Figure 1. Cell outlines without signal wires.
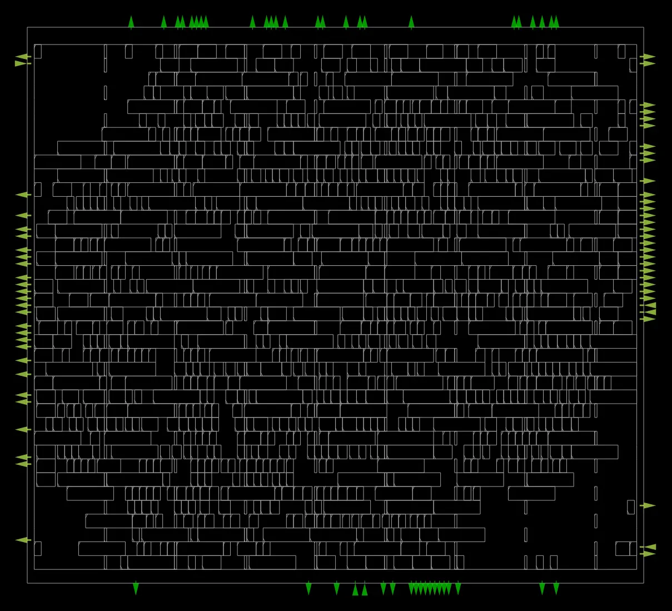
Figure 2. Placement by cell class.
Drawn at 4 px/um.
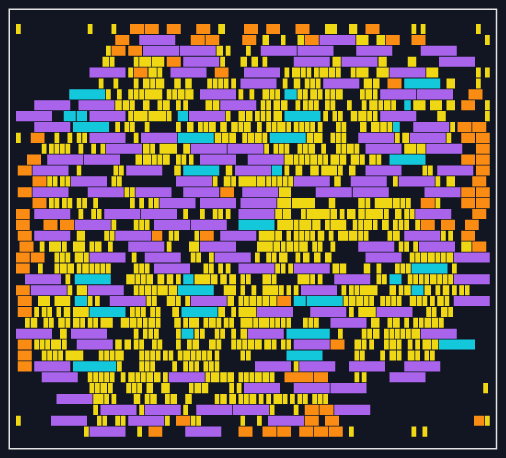
Figure 3. Signal wires on met3.
Drawn at 2 px/um. Cells faint in the background.
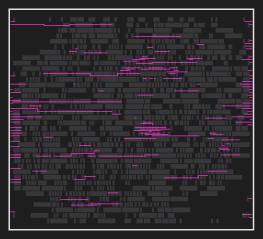
`src/rtl/psram_line_arbiter.sv`:
```
// Arbiter for the shared PSRAM line-transfer port: VGA line reads versus MCU line writes.
// Owns the per-direction line counters and base addresses and drives the size/address handshake.
module psram_line_arbiter #(
   parameter int LINE_WIDTH         = 640,
   parameter int LINE_COUNT         = 480,
   parameter int ADDRESS_WIDTH      = 24,
   parameter int SIZE_WIDTH         = 12,
   parameter int WRITE_STARVE_LIMIT = 4,
   parameter int BUSY_TIMEOUT       = 4095
) (
   input  logic                     system_clock,
   input  logic                     reset_n,
   input  logic                     read_request,
   input  logic                     write_request,
   input  logic                     frame_restart,
   output logic                     read_done,
   output logic                     write_done,
   output logic [SIZE_WIDTH-1:0]    mem_output_size,
   output logic [ADDRESS_WIDTH-1:0] mem_output_address,
   output logic [SIZE_WIDTH-1:0]    mem_input_size,
   output logic [ADDRESS_WIDTH-1:0] mem_input_address,
   input  logic                     mem_busy,
   output logic [9:0]               read_line,
   output logic [9:0]               write_line,
   output logic [1:0]               owner,
   output logic                     timeout_error
);

   localparam int TIMER_W  = $clog2(BUSY_TIMEOUT + 1);
   localparam int STARVE_W = $clog2(WRITE_STARVE_LIMIT + 1);

   typedef enum logic [2:0] {
      IDLE,
      ISSUE_READ,
      WAIT_READ,
      ISSUE_WRITE,
      WAIT_WRITE
   } state_t;

   state_t                   state;
   logic [ADDRESS_WIDTH-1:0] read_base;
   logic [ADDRESS_WIDTH-1:0] write_base;
   logic [STARVE_W-1:0]      starve_count;
   logic                     restart_pending;
   logic [TIMER_W-1:0]       timer;

   logic restart_now;
   logic starved;
   logic grant_read;
   logic grant_write;
   logic timer_expired;
   logic last_read;
   logic last_write;
   logic done_gap;

   // A restart pulse arriving this cycle is honoured as if it were already pending.
   assign restart_now   = restart_pending | frame_restart;
   assign starved       = (starve_count == STARVE_W'(WRITE_STARVE_LIMIT));
   assign grant_read    = read_request && !(write_request && starved);
   assign grant_write   = write_request && !grant_read;
   assign timer_expired = (timer == TIMER_W'(BUSY_TIMEOUT - 1));
   assign last_read     = (read_line == 10'(LINE_COUNT - 1));
   assign last_write    = (write_line == 10'(LINE_COUNT - 1));
   // No grant in the done cycle, so requesters see done before re-arbitration.
   assign done_gap      = read_done | write_done;

   // Handshake: a nonzero size with its address is a request; it is held
   // until mem_busy=1 is sampled, and completion is mem_busy returning to 0.
   always_ff @(posedge system_clock or negedge reset_n) begin
      if (!reset_n) begin
         state              <= IDLE;
         read_done          <= 1'b0;
         write_done         <= 1'b0;
         mem_output_size    <= '0;
         mem_output_address <= '0;
         mem_input_size     <= '0;
         mem_input_address  <= '0;
         read_line          <= '0;
         write_line         <= '0;
         read_base          <= '0;
         write_base         <= '0;
         owner              <= 2'd0;
         timeout_error      <= 1'b0;
         starve_count       <= '0;
         restart_pending    <= 1'b0;
         timer              <= '0;
      end else begin
         read_done  <= 1'b0;
         write_done <= 1'b0;
         if (frame_restart) restart_pending <= 1'b1;

         case (state)
            IDLE: begin
               owner <= 2'd0;
               timer <= '0;
               if (restart_now) begin
                  read_line       <= '0;
                  read_base       <= '0;
                  restart_pending <= 1'b0;
               end
               if (!done_gap) begin
                  if (grant_read) begin
                     state              <= ISSUE_READ;
                     owner              <= 2'd1;
                     mem_output_size    <= SIZE_WIDTH'(LINE_WIDTH);
                     mem_output_address <= restart_now ? '0 : read_base;
                     if (write_request && !starved)
                        starve_count <= starve_count + STARVE_W'(1);
                  end else if (grant_write) begin
                     state             <= ISSUE_WRITE;
                     owner             <= 2'd2;
                     mem_input_size    <= SIZE_WIDTH'(LINE_WIDTH);
                     mem_input_address <= write_base;
                     starve_count      <= '0;
                  end
               end
            end

            ISSUE_READ: begin
               if (mem_busy) begin
                  mem_output_size    <= '0;
                  mem_output_address <= '0;
                  timer              <= '0;
                  state              <= WAIT_READ;
               end else if (timer_expired) begin
                  mem_output_size    <= '0;
                  mem_output_address <= '0;
                  timeout_error      <= 1'b1;
                  owner              <= 2'd0;
                  state              <= IDLE;
               end else begin
                  timer <= timer + TIMER_W'(1);
               end
            end

            WAIT_READ: begin
               if (!mem_busy) begin
                  read_done <= 1'b1;
                  owner     <= 2'd0;
                  state     <= IDLE;
                  if (restart_now || last_read) begin
                     read_line       <= '0;
                     read_base       <= '0;
                     restart_pending <= 1'b0;
                  end else begin
                     read_line <= read_line + 10'd1;
                     read_base <= read_base + ADDRESS_WIDTH'(LINE_WIDTH);
                  end
               end else if (timer_expired) begin
                  timeout_error <= 1'b1;
                  owner         <= 2'd0;
                  state         <= IDLE;
               end else begin
                  timer <= timer + TIMER_W'(1);
               end
            end

            ISSUE_WRITE: begin
               if (mem_busy) begin
                  mem_input_size    <= '0;
                  mem_input_address <= '0;
                  timer             <= '0;
                  state             <= WAIT_WRITE;
               end else if (timer_expired) begin
                  mem_input_size    <= '0;
                  mem_input_address <= '0;
                  timeout_error     <= 1'b1;
                  owner             <= 2'd0;
                  state             <= IDLE;
               end else begin
                  timer <= timer + TIMER_W'(1);
               end
            end

            WAIT_WRITE: begin
               if (!mem_busy) begin
                  write_done <= 1'b1;
                  owner      <= 2'd0;
                  state      <= IDLE;
                  if (last_write) begin
                     write_line <= '0;
                     write_base <= '0;
                  end else begin
                     write_line <= write_line + 10'd1;
                     write_base <= write_base + ADDRESS_WIDTH'(LINE_WIDTH);
                  end
               end else if (timer_expired) begin
                  timeout_error <= 1'b1;
                  owner         <= 2'd0;
                  state         <= IDLE;
               end else begin
                  timer <= timer + TIMER_W'(1);
               end
            end

            default: begin
               state <= IDLE;
               owner <= 2'd0;
            end
         endcase
      end
   end

endmodule

```
`config.mk`:
```
export PLATFORM = sky130hd
export DESIGN_NAME = psram_line_arbiter
export DESIGN_NICKNAME = d
export VERILOG_FILES = /design/src/rtl/psram_line_arbiter.sv
export SDC_FILE = /design/constraint.sdc
export NUM_CORES = 1
export LEC_CHECK = 0
export ABC_AREA = 1
export CORE_ASPECT_RATIO = 0.9
export CORE_UTILIZATION = 55
export CTS_CLUSTER_SIZE = 28
export DETAILED_ROUTE_END_ITERATION = 6
export PLACE_DENSITY = 0.8
export SYNTH_ARGS = -nofsm -noshare
export SYNTH_HDL_FRONTEND = slang
export SYNTH_SLANG_ARGS = --single-unit
```
`constraint.sdc`:
```
create_clock -name system_clock -period 4 [get_ports system_clock]
set_input_delay 0.8 -clock system_clock [delete_from_list [all_inputs] [get_ports system_clock]]
set_output_delay 0.8 -clock system_clock [all_outputs]
set_load 0.01 [all_outputs]
```
==> results.json <==
{
  "outcome": "complete, no violations",
  "post_synth_fa_ha_maj_area_fraction_pct": 1.42,
  "die_height_um": 109,
  "worst-r2r-setup-slack_ns": 1.79,
  "antenna_found_initial": 0,
  "first_global_vias": 5556,
  "vias_per_cell": 5.22,
  "clock-sinks": 129,
  "synth_chip_area_um2": 7060,
  "count_of_tritonroute_iterations_in_the_first_routing_pass": 5,
  "detail_route.drc_violations": 0,
  "synth.cellmix.xorXnorShare_pct": 0.744,
  "totalNegativeSetupSlack_ns": 0,
  "critical_path.max_fanout": 27,
  "cts_post_setup_buffers_inserted": 0,
  "critical_path.startpoint_type": "input pin",
  "postSynthRegisterBits": 129,
  "htreeDepth": 4,
  "simple_share_pct": 32.7,
  "detailedRoute.firstIterationViolations": 465,
  "post_detailed_route_count_of_antenna_violating_nets": 0,
  "cts.hold.buffers_added": 0
}
About Figure 1:
filler cell count: 983
final core area utilization: 68.6%
std cell rows: 38

About Figure 2:
class	color	cells	share of their area
registers	purple	129	39%
clock drivers and dummy loads	cyan	32	7.1%
remaining logic cells	yellow	777	43%
remaining buffers and delay cells	orange	84	10%
core outline area: 12300 um2
area of all placed cells without fillers: 8410 um2
sequential portion of the cell area: 38.4%

About Figure 3:
nets with wire on the layer	115
main direction	horizontal
wire length on this layer	989 um
share of all routed wire	6.4%

critical path, cell delays in order:
cell and delay (ns):
sky130_fd_sc_hd__clkdlybuf4s50_1 0.57, sky130_fd_sc_hd__inv_1 0.22, sky130_fd_sc_hd__nand3_2 0.33, sky130_fd_sc_hd__inv_2 0.46, sky130_fd_sc_hd__nand4_2 0.26, sky130_fd_sc_hd__inv_1 0.17
sky130_fd_sc_hd__nor3_1 0.07
cell families (layout without fill, tap and decap cells):
kind of cell    count (synthesis)  after routing
simple gates                  532            532
buf+inv                       158            227
other cells                     1             20
fa+ha+maj                       8              8
xor+xnor                        6              6
flops                         129            129
compound gates                100            100
how the worst min path moves through the flow:
stage                                       startpoint                                  to  slack (ns)  depth (start not counted)
floorplan                     read_base[0]$_DFFE_PN0P_   mem_output_address[0]$_DFFE_PN0P_        0.45                          2
global placement    mem_output_address[16]$_DFFE_PN0P_  mem_output_address[16]$_DFFE_PN0P_        0.45                          2
detailed placement  mem_output_address[12]$_DFFE_PN0P_  mem_output_address[12]$_DFFE_PN0P_        0.46                          2
CTS                 mem_output_address[12]$_DFFE_PN0P_  mem_output_address[12]$_DFFE_PN0P_        0.47                          2
global route                      owner[0]$_DFFE_PN0P_                owner[0]$_DFFE_PN0P_        0.50                          2
finish                                         reset_n                timer[6]$_DFFE_PN0P_        0.46                          1
power breakdown:
part	internal [mW]	switching [mW]
clock	0.920	0.603
combinational	0.667	1.21
sequential	1.59	0.307
sequential cells by signal, summed over array words and instances, names as in the netlist, 2 cells and up:
register,cells
mem_output_address,24
read_base,24
mem_input_address,18
write_base,17
timer,12
read_line,10
write_line,10
starve_count,3
state,3
owner,2
per-stage QoR:
step                setup slack [ns]  cells
finish                          1.41   1182
detailed placement              1.01   1150
global placement                1.05   1150
global route                    1.17   1182
floorplan                       2.13    953
CTS                             1.42   1182
final cells by class:
class / instances / area, um2
Fill cell: 983 / 3850
Sequential cell: 129 / 3230
Multi-Input combinational cell: 666 / 3130
Timing Repair Buffer: 84 / 846
Clock buffer: 17 / 425
Inverter: 111 / 422
Tap cell: 160 / 200
Clock inverter: 15 / 161
routing by layer:
layer	part of all wire, %	GRT usage (%)	vias to the layer above
met1	48	35.8	2877
met3	6.4	6.33	23
li1	-	-	3060
met5	0	0	-
met2	44	38.6	207
met4	1.4	8.20	0
Power and IR drop assume default switching activity.
